[config.mk]
export PLATFORM = sky130hd
export DESIGN_NAME = airi5c_pcpi_arbiter
export DESIGN_NICKNAME = d
export VERILOG_FILES = /design/src/rtl/airi5c_pcpi_arbiter.sv
export SDC_FILE = /design/constraint.sdc
export NUM_CORES = 1
export LEC_CHECK = 0
export ABC_AREA = 1
export CORE_AREA = 4 4 179 181
export CTS_CLUSTER_SIZE = 40
export DETAILED_ROUTE_END_ITERATION = 10
export DIE_AREA = 0 0 183 185
export GPL_ROUTABILITY_DRIVEN = 0
export GPL_TIMING_DRIVEN = 0
export SETUP_SLACK_MARGIN = 0.4
export SLEW_MARGIN = 20
export SYNTH_ARGS = -nofsm -noshare
export SYNTH_HDL_FRONTEND = slang
export SYNTH_SLANG_ARGS = --single-unit
[constraint.sdc]
create_clock -name clk -period 1.6 [get_ports clk]
set_clock_uncertainty 0.05 [all_clocks]
set_input_delay 0.16 -clock clk [delete_from_list [all_inputs] [get_ports clk]]
set_output_delay 0.16 -clock clk [all_outputs]
set_load 0.02 [all_outputs]
[src/rtl/airi5c_pcpi_arbiter.sv]
// Shares one PCPI port between N_CP self-decoding coprocessors. Index 0 has the
// highest priority. Responses are registered, and a watchdog force-completes hung units.
module airi5c_pcpi_arbiter #(
  parameter int N_CP    = 2,
  parameter int TIMEOUT = 64,
  parameter int CNT_W   = 8
) (
  input  logic                 clk,
  input  logic                 nreset,
  input  logic                 pcpi_valid,
  input  logic [31:0]          pcpi_insn,
  input  logic [31:0]          pcpi_rs1,
  input  logic [31:0]          pcpi_rs2,
  input  logic [31:0]          pcpi_rs3,
  output logic                 pcpi_wr,
  output logic [31:0]          pcpi_rd,
  output logic [31:0]          pcpi_rd2,
  output logic                 pcpi_use_rd64,
  output logic                 pcpi_wait,
  output logic                 pcpi_ready,
  output logic [N_CP-1:0]      cp_valid,
  output logic [31:0]          cp_insn,
  output logic [31:0]          cp_rs1,
  output logic [31:0]          cp_rs2,
  output logic [31:0]          cp_rs3,
  input  logic [N_CP-1:0]      cp_wr,
  input  logic [32*N_CP-1:0]   cp_rd,
  input  logic [32*N_CP-1:0]   cp_rd2,
  input  logic [N_CP-1:0]      cp_use_rd64,
  input  logic [N_CP-1:0]      cp_wait,
  input  logic [N_CP-1:0]      cp_ready,
  output logic [N_CP-1:0]      grant,
  output logic                 busy,
  output logic                 err_timeout,
  input  logic                 err_clr
);

  localparam int IDX_W = (N_CP > 1) ? $clog2(N_CP) : 1;
  localparam logic [CNT_W-1:0] TO_LAST = CNT_W'((TIMEOUT > 0) ? TIMEOUT - 1 : 0);
  localparam bit WD_EN = (TIMEOUT != 0);

  typedef enum logic [1:0] {
    IDLE = 2'd0,
    BUSY = 2'd1,
    RESP = 2'd2
  } state_t;

  state_t           state;
  logic [CNT_W-1:0] counter;
  logic             cap_wr;
  logic             cap_use_rd64;
  logic [31:0]      cap_rd;
  logic [31:0]      cap_rd2;

  logic [N_CP-1:0]  claim;
  logic [N_CP-1:0]  sel_oh;
  logic [IDX_W-1:0] sel_idx;
  logic [IDX_W-1:0] gnt_idx;
  logic [IDX_W-1:0] cur_idx;
  logic             cur_ready;
  logic             cur_wr;
  logic             cur_use_rd64;
  logic [31:0]      cur_rd;
  logic [31:0]      cur_rd2;

  function automatic logic [IDX_W-1:0] lowest_idx(input logic [N_CP-1:0] v);
    logic [IDX_W-1:0] idx;
    idx = '0;
    for (int i = N_CP - 1; i >= 0; i--) begin
      if (v[i]) idx = IDX_W'(i);
    end
    return idx;
  endfunction

  assign cp_insn = pcpi_insn;
  assign cp_rs1  = pcpi_rs1;
  assign cp_rs2  = pcpi_rs2;
  assign cp_rs3  = pcpi_rs3;

  assign claim   = cp_wait | cp_ready;
  assign sel_oh  = claim & ~(claim - N_CP'(1));
  assign sel_idx = lowest_idx(claim);
  assign gnt_idx = lowest_idx(grant);

  // In IDLE the candidate is the winning claimant; afterwards it is the current owner.
  assign cur_idx      = (state == IDLE) ? sel_idx : gnt_idx;
  assign cur_ready    = cp_ready[cur_idx];
  assign cur_wr       = cp_wr[cur_idx];
  assign cur_use_rd64 = cp_use_rd64[cur_idx];
  assign cur_rd       = cp_rd[32*cur_idx +: 32];
  assign cur_rd2      = cp_rd2[32*cur_idx +: 32];

  assign busy          = (state != IDLE);
  assign pcpi_ready    = (state == RESP);
  assign pcpi_wr       = (state == RESP) & cap_wr;
  assign pcpi_use_rd64 = (state == RESP) & cap_use_rd64;
  assign pcpi_rd       = (state == RESP) ? cap_rd  : 32'd0;
  assign pcpi_rd2      = (state == RESP) ? cap_rd2 : 32'd0;

  // Gated by nreset so the request-side outputs also drop the moment reset asserts.
  always_comb begin
    cp_valid  = '0;
    pcpi_wait = 1'b0;
    if (nreset) begin
      case (state)
        IDLE: begin
          cp_valid  = {N_CP{pcpi_valid}};
          pcpi_wait = pcpi_valid & (|claim);
        end
        BUSY: begin
          cp_valid  = grant & {N_CP{pcpi_valid}};
          pcpi_wait = 1'b1;
        end
        default: begin
          cp_valid  = '0;
          pcpi_wait = 1'b0;
        end
      endcase
    end
  end

  always_ff @(posedge clk or negedge nreset) begin
    if (!nreset) begin
      state        <= IDLE;
      grant        <= '0;
      counter      <= '0;
      cap_wr       <= 1'b0;
      cap_use_rd64 <= 1'b0;
      cap_rd       <= 32'd0;
      cap_rd2      <= 32'd0;
      err_timeout  <= 1'b0;
    end else begin
      // A watchdog set later in this block overrides a same-cycle clear.
      if (err_clr) err_timeout <= 1'b0;
      case (state)
        IDLE: begin
          if (pcpi_valid && (|claim)) begin
            grant <= sel_oh;
            if (cur_ready) begin
              cap_wr       <= cur_wr;
              cap_use_rd64 <= cur_use_rd64;
              cap_rd       <= cur_rd;
              cap_rd2      <= cur_rd2;
              state        <= RESP;
            end else begin
              counter <= '0;
              state   <= BUSY;
            end
          end
        end
        BUSY: begin
          if (!pcpi_valid) begin
            grant <= '0;
            state <= IDLE;
          end else if (cur_ready) begin
            cap_wr       <= cur_wr;
            cap_use_rd64 <= cur_use_rd64;
            cap_rd       <= cur_rd;
            cap_rd2      <= cur_rd2;
            state        <= RESP;
          end else if (WD_EN && (counter == TO_LAST)) begin
            cap_wr       <= 1'b0;
            cap_use_rd64 <= 1'b0;
            cap_rd       <= 32'd0;
            cap_rd2      <= 32'd0;
            err_timeout  <= 1'b1;
            state        <= RESP;
          end else begin
            counter <= counter + 1'b1;
          end
        end
        RESP: begin
          grant <= '0;
          state <= IDLE;
        end
        default: begin
          grant <= '0;
          state <= IDLE;
        end
      endcase
    end
  end

  a_grant_onehot: assert property (@(posedge clk) disable iff (!nreset) $onehot0(grant));
  a_ready_pulse:  assert property (@(posedge clk) disable iff (!nreset) pcpi_ready |=> !pcpi_ready);
  a_idle_nogrant: assert property (@(posedge clk) disable iff (!nreset) (state == IDLE) |-> (grant == '0));

endmodule

Metal 1:
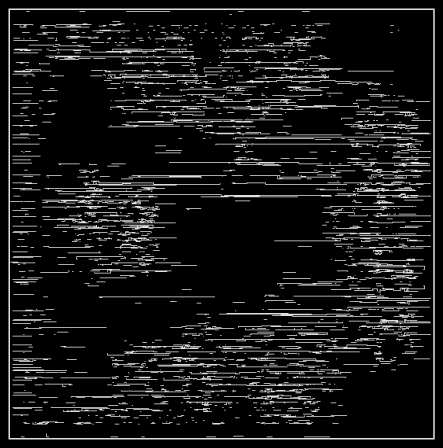
- share of all routed wire: 38%
- main direction: horizontal

The metal 2 layer:
The bar under the picture is 50 um long.
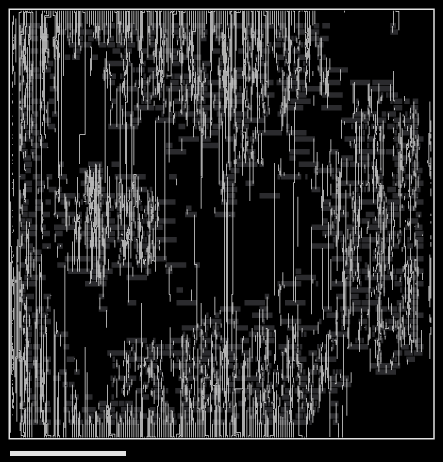
- share of all routed wire: 55%
- longest straight run: 137 um
- main direction: vertical
- wire length on this layer: 14800 um
routed wire length: 26800 um
vias after detailed routing: 7117
global-route met2 utilization: 0.280

==> run notes <==
Physical implementation.

- The flow ran to the end, but the final reports show violations.
- The final reports fail on negative hold slack, negative setup slack.
- The final timing report derives a shortest allowable period of approximately 1900 ps.
- The number of distinct standard cells referenced by the synthesized netlist is 25.
- The power attributed to sequential cells is 3220 uW.
- The multi-input combinational cell area is 3420 sq um.
- The worst voltage drop across the vdd grid is around 0.47 mV.
- The nature of the critical path endpoint is a flop.
- The launch point of the worst reg-to-reg path is state[1].
- The total of endpoints with negative setup slack in the final report is 139.
- The non-clock buffer instance count of the final layout is 556.
- The data required time at the worst endpoint is 1840 ps.
- The post-place setup slack is -612 ps.
- Of the synthesized area, sequential elements account for 0.322.
- The worst-margin pin slew is 420 ps.
- The global-route total usage across every layer is 0.146.
- Per STA, the highest per-stage delay on the worst path measures 420 ps.
- The cell count after placement is 1759.
- After legalization and detailed placement, the total HPWL measured 20700 um.
- The pin count of the biggest net entering global routing is 44.
- The flow inserted 396 tap cells.
- The maximum level of the CTS H-tree is 3.
- Registers take 1980 sq um.
- about 470 I/O pins were placed.
- The overall power consumption is ~17000 uW.
- Among cell families on the critical path, the largest total delay comes from simple AND/OR/NAND/NOR gates.
- The net switching power is 8010 uW.
- The first-pass GRT wire length is between 30000 and 40000 um.
- The final net count is ~1700.
- The share of total power dissipated in the clock network is 0.116.
- The post-synthesis async set-or-reset flop share is 1.00.
- The top cell type in the final layout, fill and taps aside, is sky130_fd_sc_hd__nand2_1.
- Per the synthesis report, the dominant area consumer among library cells is sky130_fd_sc_hd__dfrtp_1.
- In this run, the number of DRC markers left after iteration 0 of detailed routing was 240.
- The synthesized area per cell is 6.02 sq um.
- The multi-input gate count is 624.
- The core region is just over 30000 sq um.
- The share of the core filled with cells in the final layout is 0.407.
- The signal on the critical path passes through buf_6, nor2_4, nand3_4, nand3_4, nand2_4, a21oi_4, buf_12, buf_12, clkbuf_16, nand2_2, nand2_1.
- The path class of the lowest-slack min-delay path is in -> async.
- Switching power as a fraction of the total was reported as 0.462.
- The number of nets in the synthesized netlist is 1290.
- Once the clock tree was built, the resizer swapped 499 gates to a different size.
- The synthesized design contains 79 register bits.
- The die covers 33900 sq um.
- Yosys reports that the most numerous cell types are sky130_fd_sc_hd__nand2_1 (505), sky130_fd_sc_hd__buf_4 (134), sky130_fd_sc_hd__inv_1 (115), sky130_fd_sc_hd__nor2_1 (81), sky130_fd_sc_hd__dfrtp_1 (79).
- The highest attainable clock frequency is roughly 530 MHz.
- The die is 185 um tall.
- The skew report gives the latency at the later pin of the worst-skew pair as 340 ps.
- In the setup report, the worst path falls into the class reg -> reg.
- The leftover overflow at the end of global routing is 0.
- The initial antenna violation count is 4.
- The final-layout setup total negative slack is -30390 ps.
- Across all stage logs, warnings added up to 31.
- The timing report gives the clock slew at the launch and capture registers of the worst setup and hold paths as about 80 ps.
- In the routed design, unresolved DRC markers number 0.
- CTS added clock buffers totalling 9.
- The worst register-to-register path has a setup slack of -300 ps.
- The final timing summary puts the cycle share of the worst path at 1.18.
- The power group with the largest share is combinational cells.
- The run reported a max-capacitance violation count of 0.
- The fill cell instance count of the final layout is 3121.
- The buffer count from post-CTS setup fixing is 19.
- The detail route stage leaves a number of antenna-violating nets equal to 0.
- The tally of clock buffers in the finished layout is 9.
- Across all checked pins, the minimum headroom to the slew limit is 0.720.
- The critical path launch point type is a flop.
- For this design, the sink count on the clock tree is 79.
- The floorplan step records an initial core utilization of 0.202.
- The first TritonRoute pass finished after 4 iterations.
- The routed design shows a via density per instance of 3.91.
- Setup repair after global routing could not meet its margin everywhere.
- The report lists the power per cell area as 1400 nW/um^2.
- The gate count of the mapped netlist is around 1000.
- The largest individual stage delay along the critical path comes from the cell sky130_fd_sc_hd__dfrtp_2.
- The number of global-route vias before repair was 7273.
- Following the worst setup path forward leads to its endpoint at cap_rd[8].
- The top cell types in the final layout, fill and taps aside, are sky130_fd_sc_hd__nand2_1 (435), sky130_fd_sc_hd__clkdlybuf4s50_1 (266), sky130_fd_sc_hd__buf_4 (162).
- With fillers left out, the area of the finished cells amounts to 12400 sq um.
- The data arrival time reported for the critical path is 2130 ps.
- The portion of the layout cell area used by non-clock buffers is 0.455.
- The quantity of I/O buffers inserted on ports is 341.
- The non-clock inverter total of the final layout is around 150.
- The count of cells in the finished layout, fillers not included, comes to around 1800.
- The repair_antennas step left the layout with diodes totalling 2.
- Endpoints failing hold in the final report were tallied at 36.
- The combinational-cell power consumption is 12100 uW.
- No sink is reached through more buffers than the 2 on the longest clock path.
- The setup slack of the critical path after layout is -295 ps.
- Per the final layout report, the fraction of cells sized above drive strength 1 comes to 0.361.
- The layout sequential cell count is about 79.
- The depth of the worst register-to-register path is 11.
- The synthesis report names the predominant flop master as sky130_fd_sc_hd__dfrtp_1.
- The post-synthesis cell type with the largest instance count is sky130_fd_sc_hd__nand2_1.
- The clock-cell share of area is 0.0227.
- The count of flip-flops with a built-in enable after synthesis is 0.
- The endpoint of the most critical register-to-register path is cap_rd[8].
- The critical path contains buffers and inverters numbering 4 combined.
- The cell kind with the greatest summed area is buffers.
- On the final layout, the worst hold slack is -324 ps.
- Of the total power, combinational logic draws 0.698.
- The synth_stat.txt file lists the number of cells as 1021.
- The most critical setup path has its startpoint at state[1].
- For reference, the top cells by area after synthesis are sky130_fd_sc_hd__dfrtp_1 (32%), sky130_fd_sc_hd__nand2_1 (31%), sky130_fd_sc_hd__buf_4 (16%).
- The sequential power share is 0.186.
- The critical path crosses 11 cells after its start point.
- The clock network consumes a total of 2010 uW.
- TritonCTS built the clock tree.
- The script logs the mean routed wire length per placed instance as 14.7 um.
- The share of synthesized area in the top cell type comes to 0.322.
- The internal power consumption is 9320 uW.
- The leakage power is 0.00634 uW.
- The synthesized netlist occupies a cell area of ~6000 sq um.
- The die outline width is 183 um.
- The summed standard-cell area reported by yosys is 6150 sq um.
- From synthesis to final layout, the design area changed by 102%.
- The final max-slew violation count recorded for this run is 0.
- STA lists the maximum fanout along the critical path as 7.
- The layout report gives the register share of total cell area as 0.160.
- The count of warnings emitted by yosys is 0.
- The clock tree root driver cell is sky130_fd_sc_hd__clkbuf_16.
- The area after detailed placement is 10900 sq um.
- The report lists the number of standard-cell rows as 64.
- The combinational fraction of the cell area is 0.276.
## flip-flops by register name (all words and copies together), names as in the netlist
name	flops
cap_rd	32
grant	2
cap_wr	1
cap_use_rd64	1
cap_rd2	32
counter	8
err_timeout	1
state	2
## routing by layer
| metal | wire length [um] | track usage | part of all wire |
|---|---|---|---|
| met5 | 0 | 0 | 0 |
| met4 | 241 | 0.0289 | 0.0090 |
| met3 | 1650 | 0.0348 | 0.061 |
| met2 | 14800 | 0.280 | 0.55 |
| met1 | 10100 | 0.163 | 0.38 |
## cells by family after synthesis
kind of cell    count (synthesis)  share of synthesized area
compound gates                 11                     0.0114
xor+xnor                        3                    0.00428
fa+ha+maj                       1                    0.00204
buf+inv                       319                      0.282
flops                          79                      0.322
simple gates                  608                      0.379
Power figures rest on the tool's default switching activity, not on a simulated workload.
